Figure 1. Power grid.
Scale bar: 20 um. Pins as bars on the die edge. Tap cells in grey.
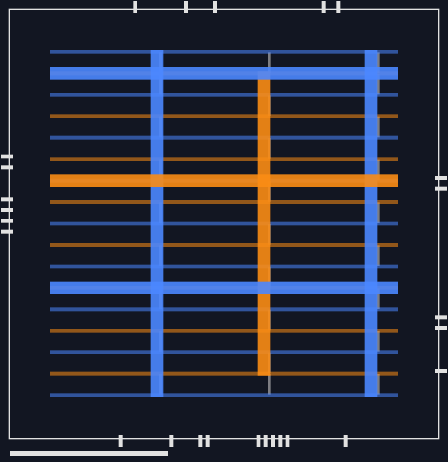
Figure 2. Placed cells, one colour a class.
Scale bar: 20 um.
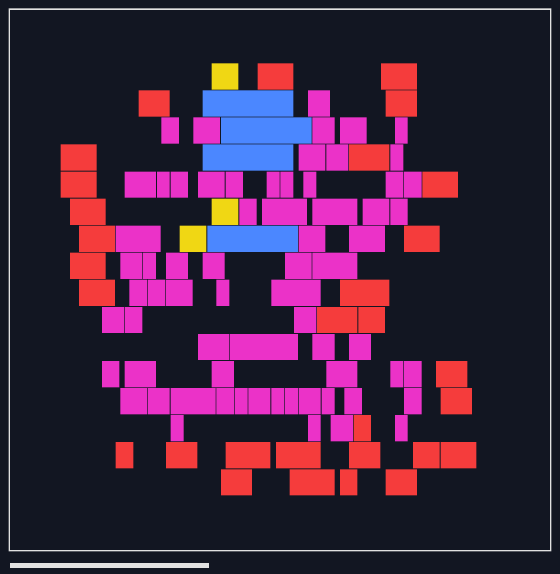
Figure 3. Clock wires, drivers and flops.
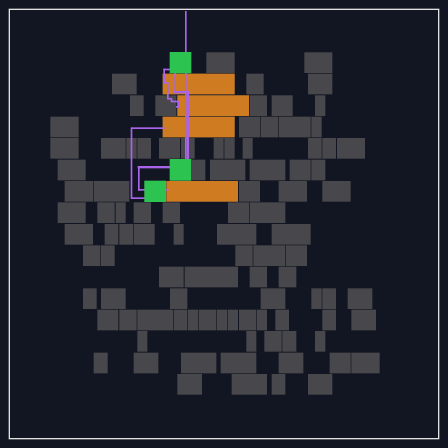
Figure 4. Signal wires by layer.
Scale bar: 20 um. Only two layers are drawn.
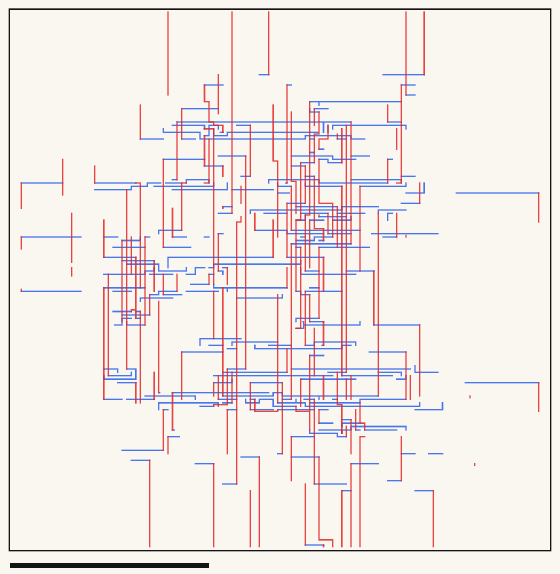
==> config.mk <==
export PLATFORM = sky130hd
export DESIGN_NAME = mc_control_fsm
export DESIGN_NICKNAME = d
export VERILOG_FILES = /design/src/rtl/mc_ctrl_pkg.sv /design/src/rtl/mc_ctrl_outdec.sv /design/src/rtl/mc_control_fsm.sv
export SDC_FILE = /design/constraint.sdc
export NUM_CORES = 1
export LEC_CHECK = 0
export CELL_PAD_IN_SITES_DETAIL_PLACEMENT = 0
export CELL_PAD_IN_SITES_GLOBAL_PLACEMENT = 1
export CORE_MARGIN = 5
export CORE_UTILIZATION = 30
export DETAILED_ROUTE_END_ITERATION = 16
export GPL_TIMING_DRIVEN = 0
export PLACE_DENSITY_LB_ADDON = 0.1
export SETUP_SLACK_MARGIN = 0.5
export SYNTH_ARGS = -nofsm -noshare
export SYNTH_HDL_FRONTEND = slang
export SYNTH_SLANG_ARGS = --single-unit
==> constraint.sdc <==
create_clock -name clk -period 2.8 [get_ports clk]
set_input_delay 0.42 -clock clk [delete_from_list [all_inputs] [get_ports clk]]
set_output_delay 0.42 -clock clk [all_outputs]
set_load 0.05 [all_outputs]
==> src/rtl/mc_ctrl_pkg.sv <==
// Shared definitions for the multicycle MIPS control path.
// Contents: the control state encoding, the opcodes the controller decodes,
// the ALU source-B / ALU operation / next-PC select encodings, and the
// packed bundle of datapath controls that the output decoder produces.
package mc_ctrl_pkg;

  typedef enum logic [3:0] {
    RST    = 4'd0,
    FETCH  = 4'd1,
    DECODE = 4'd2,
    MEMADR = 4'd3,
    MEMRD  = 4'd4,
    MEMWB  = 4'd5,
    MEMWR  = 4'd6,
    EXEC   = 4'd7,
    ALUWB  = 4'd8,
    BRANCH = 4'd9,
    ADDIEX = 4'd10,
    ADDIWB = 4'd11,
    JUMP   = 4'd12,
    HALT   = 4'd13
  } state_t;

  localparam logic [5:0] OP_RTYPE = 6'b000000;
  localparam logic [5:0] OP_LW    = 6'b100011;
  localparam logic [5:0] OP_SW    = 6'b101011;
  localparam logic [5:0] OP_BEQ   = 6'b000100;
  localparam logic [5:0] OP_ADDI  = 6'b001000;
  localparam logic [5:0] OP_J     = 6'b000010;

  localparam logic [1:0] SRCB_REG   = 2'b00;
  localparam logic [1:0] SRCB_FOUR  = 2'b01;
  localparam logic [1:0] SRCB_IMM   = 2'b10;
  localparam logic [1:0] SRCB_IMMSH = 2'b11;

  localparam logic [1:0] ALUOP_ADD   = 2'b00;
  localparam logic [1:0] ALUOP_SUB   = 2'b01;
  localparam logic [1:0] ALUOP_FUNCT = 2'b10;

  localparam logic [1:0] PCSRC_ALU    = 2'b00;
  localparam logic [1:0] PCSRC_ALUOUT = 2'b01;
  localparam logic [1:0] PCSRC_JUMP   = 2'b10;

  typedef struct packed {
    logic       iord;
    logic       mem_write;
    logic       ir_write;
    logic       reg_dst;
    logic       mem_to_reg;
    logic       reg_write;
    logic       alu_src_a;
    logic [1:0] alu_src_b;
    logic [1:0] alu_op;
    logic [1:0] pc_src;
    logic       pc_en;
    logic       halted;
  } ctrl_t;

endpackage

==> src/rtl/mc_ctrl_outdec.sv <==
// Combinational output decoder for the multicycle control FSM.
// Ports:
//   state     - current control state
//   mem_ready - memory access completes this cycle (qualifies FETCH loads)
//   zero      - ALU zero flag (qualifies the branch PC write)
//   ctrl      - full bundle of datapath selects and enables
module mc_ctrl_outdec
  import mc_ctrl_pkg::*;
(
  input  state_t     state,
  input  logic       mem_ready,
  input  logic       zero,
  output ctrl_t      ctrl
);

  logic pc_write;
  logic branch;

  // Every control defaults low so RST, HALT and any unreachable encoding
  // drive no enables. FETCH only commits IR and PC on the cycle memory
  // delivers, so a stalled fetch increments the PC exactly once.
  always_comb begin
    ctrl     = '0;
    pc_write = 1'b0;
    branch   = 1'b0;
    case (state)
      FETCH: begin
        ctrl.alu_src_b = SRCB_FOUR;
        ctrl.ir_write  = mem_ready;
        pc_write       = mem_ready;
      end
      DECODE: ctrl.alu_src_b = SRCB_IMMSH;
      MEMADR: begin
        ctrl.alu_src_a = 1'b1;
        ctrl.alu_src_b = SRCB_IMM;
      end
      MEMRD: ctrl.iord = 1'b1;
      MEMWB: begin
        ctrl.mem_to_reg = 1'b1;
        ctrl.reg_write  = 1'b1;
      end
      MEMWR: begin
        ctrl.iord      = 1'b1;
        ctrl.mem_write = 1'b1;
      end
      EXEC: begin
        ctrl.alu_src_a = 1'b1;
        ctrl.alu_src_b = SRCB_REG;
        ctrl.alu_op    = ALUOP_FUNCT;
      end
      ALUWB: begin
        ctrl.reg_dst   = 1'b1;
        ctrl.reg_write = 1'b1;
      end
      BRANCH: begin
        ctrl.alu_src_a = 1'b1;
        ctrl.alu_src_b = SRCB_REG;
        ctrl.alu_op    = ALUOP_SUB;
        ctrl.pc_src    = PCSRC_ALUOUT;
        branch         = 1'b1;
      end
      ADDIEX: begin
        ctrl.alu_src_a = 1'b1;
        ctrl.alu_src_b = SRCB_IMM;
      end
      ADDIWB: ctrl.reg_write = 1'b1;
      JUMP: begin
        ctrl.pc_src = PCSRC_JUMP;
        pc_write    = 1'b1;
      end
      HALT: ctrl.halted = 1'b1;
      default: ;
    endcase
    ctrl.pc_en = pc_write | (branch & zero);
  end

endmodule

==> src/rtl/mc_control_fsm.sv <==
// Main control state machine for the multicycle MIPS datapath.
// Sequences each instruction through fetch/decode/execute/memory/writeback,
// stalling in FETCH, MEMRD and MEMWR until mem_ready.
// Ports:
//   clk, reset      - rising-edge clock, asynchronous active-high reset
//   Op, Zero        - opcode from IR, ALU zero flag
//   mem_ready       - memory access completes this cycle
//   IorD ... PCEn   - datapath selects and enables
//   illegal_op      - one-cycle pulse in DECODE on an undecodable opcode
//   halted          - high while parked in HALT
module mc_control_fsm
  import mc_ctrl_pkg::*;
#(
  parameter int OPW             = 6,
  parameter bit SW_ILLEGAL_TRAP = 1'b0
) (
  input  logic           clk,
  input  logic           reset,
  input  logic [OPW-1:0] Op,
  input  logic           Zero,
  input  logic           mem_ready,
  output logic           IorD,
  output logic           MemWrite,
  output logic           IRWrite,
  output logic           RegDst,
  output logic           MemtoReg,
  output logic           RegWrite,
  output logic           ALUSrcA,
  output logic [1:0]     ALUSrcB,
  output logic [1:0]     ALUOp,
  output logic [1:0]     PCSrc,
  output logic           PCEn,
  output logic           illegal_op,
  output logic           halted
);

  state_t state_q;
  state_t state_d;
  ctrl_t  ctrl;

  // Next-state decode. Unreachable encodings recover to FETCH; HALT is
  // left only by reset.
  always_comb begin
    state_d    = FETCH;
    illegal_op = 1'b0;
    case (state_q)
      RST:    state_d = FETCH;
      FETCH:  state_d = mem_ready ? DECODE : FETCH;
      DECODE: begin
        case (Op)
          OP_LW, OP_SW: state_d = MEMADR;
          OP_RTYPE:     state_d = EXEC;
          OP_BEQ:       state_d = BRANCH;
          OP_ADDI:      state_d = ADDIEX;
          OP_J:         state_d = JUMP;
          default: begin
            illegal_op = 1'b1;
            state_d    = SW_ILLEGAL_TRAP ? HALT : FETCH;
          end
        endcase
      end
      MEMADR: state_d = (Op == OP_SW) ? MEMWR : MEMRD;
      MEMRD:  state_d = mem_ready ? MEMWB : MEMRD;
      MEMWR:  state_d = mem_ready ? FETCH : MEMWR;
      EXEC:   state_d = ALUWB;
      BRANCH: state_d = FETCH;
      ADDIEX: state_d = ADDIWB;
      HALT:   state_d = HALT;
      default: state_d = FETCH;
    endcase
  end

  // Outputs decode from state_q, so an asynchronous reset drops every
  // write enable immediately, without waiting for a clock edge.
  always_ff @(posedge clk or posedge reset) begin
    if (reset) state_q <= RST;
    else       state_q <= state_d;
  end

  mc_ctrl_outdec u_outdec (
    .state     (state_q),
    .mem_ready (mem_ready),
    .zero      (Zero),
    .ctrl      (ctrl)
  );

  assign IorD     = ctrl.iord;
  assign MemWrite = ctrl.mem_write;
  assign IRWrite  = ctrl.ir_write;
  assign RegDst   = ctrl.reg_dst;
  assign MemtoReg = ctrl.mem_to_reg;
  assign RegWrite = ctrl.reg_write;
  assign ALUSrcA  = ctrl.alu_src_a;
  assign ALUSrcB  = ctrl.alu_src_b;
  assign ALUOp    = ctrl.alu_op;
  assign PCSrc    = ctrl.pc_src;
  assign PCEn     = ctrl.pc_en;
  assign halted   = ctrl.halted;

endmodule

==> metrics.yaml <==
power.density_nw_per_um2: 925
synth.distinct_cells: 37
die_height_um: 54.3
dr.pass1.iters: 4
layout_setup_ws_ns: 0.547
viasPerCell: 5.01
hold_viol: 0
initCoreUtil_pct: 30.6
cts_setup_buffers: 0
post-place-ws_ns: 0.0139
finalSetupViolCount: 0
yosys_warnings: 0
comb_area_sq_um: 425
ff_latch_area_sq_um: 100
num_vias: 656
holdCritPathClass: "input pin to async pin"
htree_levels: 1
grt_pass1_wl_um: 2460
busiest_layer: "met2"
crit_type: "input pin to output pin"
ys_cells: 76
top_register: "state_q"
status: "finished, final reports clean"
clkSinkCount: 4
met3_usage_pct: 1.63
synthTopCellsByArea: "dfrtp_1, nor3_1, nor2_1"
Back to the opening pictures, Figure 1:
blue -> VSS
orange -> VDD
met4 straps = 3
met1 rails = 17

Back to the opening pictures, Figure 2:
red -> remaining buffers and delay cells  # cells 30
blue -> registers  # cells 4
magenta -> remaining logic cells  # cells 67
yellow -> clock-net drivers  # cells 3

Back to the opening pictures, Figure 3:
green -> clock-net drivers  # count 3
purple -> clock wires  # length 72.9 um
orange -> flip-flops  # count 4
routed clock nets = 4

Back to the opening pictures, Figure 4:
red -> M2  # wire length 820 um
blue -> M1  # wire length 708 um

repair_timing:
action                                  in CTS  in global routing
endpoints found under the setup margin      13                  8
gates resized                               13                 12
cloned                                       0                  0
placed cells by master (no fill, tap or decap), types with 2 or more instances in the layout:
cell             synthesis  layout
nand4_1                  2       2
clkbuf_2                 0       3
o22ai_1                  3       3
buf_4                    2       2
a21oi_1                  4       4
xor2_1                   2       2
clkbuf_4                 0       3
and4bb_2                 2       2
o21ai_0                  2       2
clkdlybuf4s15_1          0       2
dlygate4sd2_1            0       8
dlymetal6s2s_1           0       3
dfrtp_1                  4       4
nand2b_1                 4       4
nor2_1                   7       7
clkdlybuf4s50_1          0       9
and2b_1                  2       2
o211ai_1                 2       2
nand2_1                  6       6
o21ai_1                  2       2
and3_1                   2       2
buf_6                    2       2
nor3_1                   6       6
inv_1                    3       3
path summary, 6_finish.rpt:
path                            start    endpoint  cells past startpoint
setup / recovery                Op[3]  illegal_op                      5
hold / removal                  reset  state_q[3]                      2
setup reg to reg           state_q[2]  state_q[0]                      3
hold reg to reg            state_q[3]  state_q[2]                      3
max in group asynchronous       reset  state_q[0]                      2
min in group clk           state_q[3]  state_q[2]                      3
power by group:
part / internal [mW] / switching [mW] / total, mW
logic: 0.221 / 0.405 / 0.626
registers: 0.0791 / 0.0367 / 0.116
clock network: 0.0478 / 0.0222 / 0.0700
total: 0.348 / 0.464 / 0.811
layer usage:
metal	part of all wire, %	routed length (um)	vias to the layer above
li1	-	-	333
met1	44	708	303
met2	51	819	18
met3	3.7	59	2
met4	0.56	9	0
met5	0	0	-
synthesized netlist by cell type (all sizes together):
cell type / instances
nor2: 7
nand2: 6
nor3: 6
a21oi: 5
buf: 4
dfrtp: 4
nand2b: 4
o21ai: 4
and4bb: 3
inv: 3
o211ai: 3
o22ai: 3
and2b: 2
and3: 2
nand4: 2
nor4: 2
or2: 2
xor2: 2
a211oi: 1
a21o: 1
and2: 1
and3b: 1
and4b: 1
clkbuf: 1
nand3: 1
nand3b: 1
nor2b: 1
nor3b: 1
o21bai: 1
or2b: 1
critical path: stages:
cell	delay, ns
clkdlybuf4s50_1	0.52
xor2_1	0.21
o211ai_1	0.22
and3_1	0.19
clkbuf_2	0.27
through the flow:
stage          setup TNS (ns)  cell area, sq um  utilization (%)  cells  power, mW
6_report                    0               877             45.6    131      0.811
5_1_grt                     0               877             45.6    131      0.867
3_5_place_dp                0               872             45.4    128      0.785
2_1_floorplan               0               588                -     76      0.594
4_1_cts                     0               878             45.7    131      0.819
3_3_place_gp         -0.00517               872             45.4    128      0.787
cells by family (layout without fill, tap and decap cells):
| family | Yosys count | after routing | share of synthesized area (%) |
|---|---|---|---|
| buf+inv | 8 | 36 | 10.6 |
| compound gates | 18 | 18 | 20.0 |
| flops | 4 | 4 | 17.0 |
| xor+xnor | 2 | 2 | 2.98 |
| simple gates | 44 | 44 | 49.4 |
final cells by class:
cell class              count  share of cell area (%)
multi-input cells          64                    48.5
repair buffers             25                    26.5
flip-flops and latches      4                    11.4
plain buffers               5                    5.85
well taps                  27                    3.85
clock buffers               3                    2.57
inverters                   3                    1.28
Power and IR drop assume default switching activity.
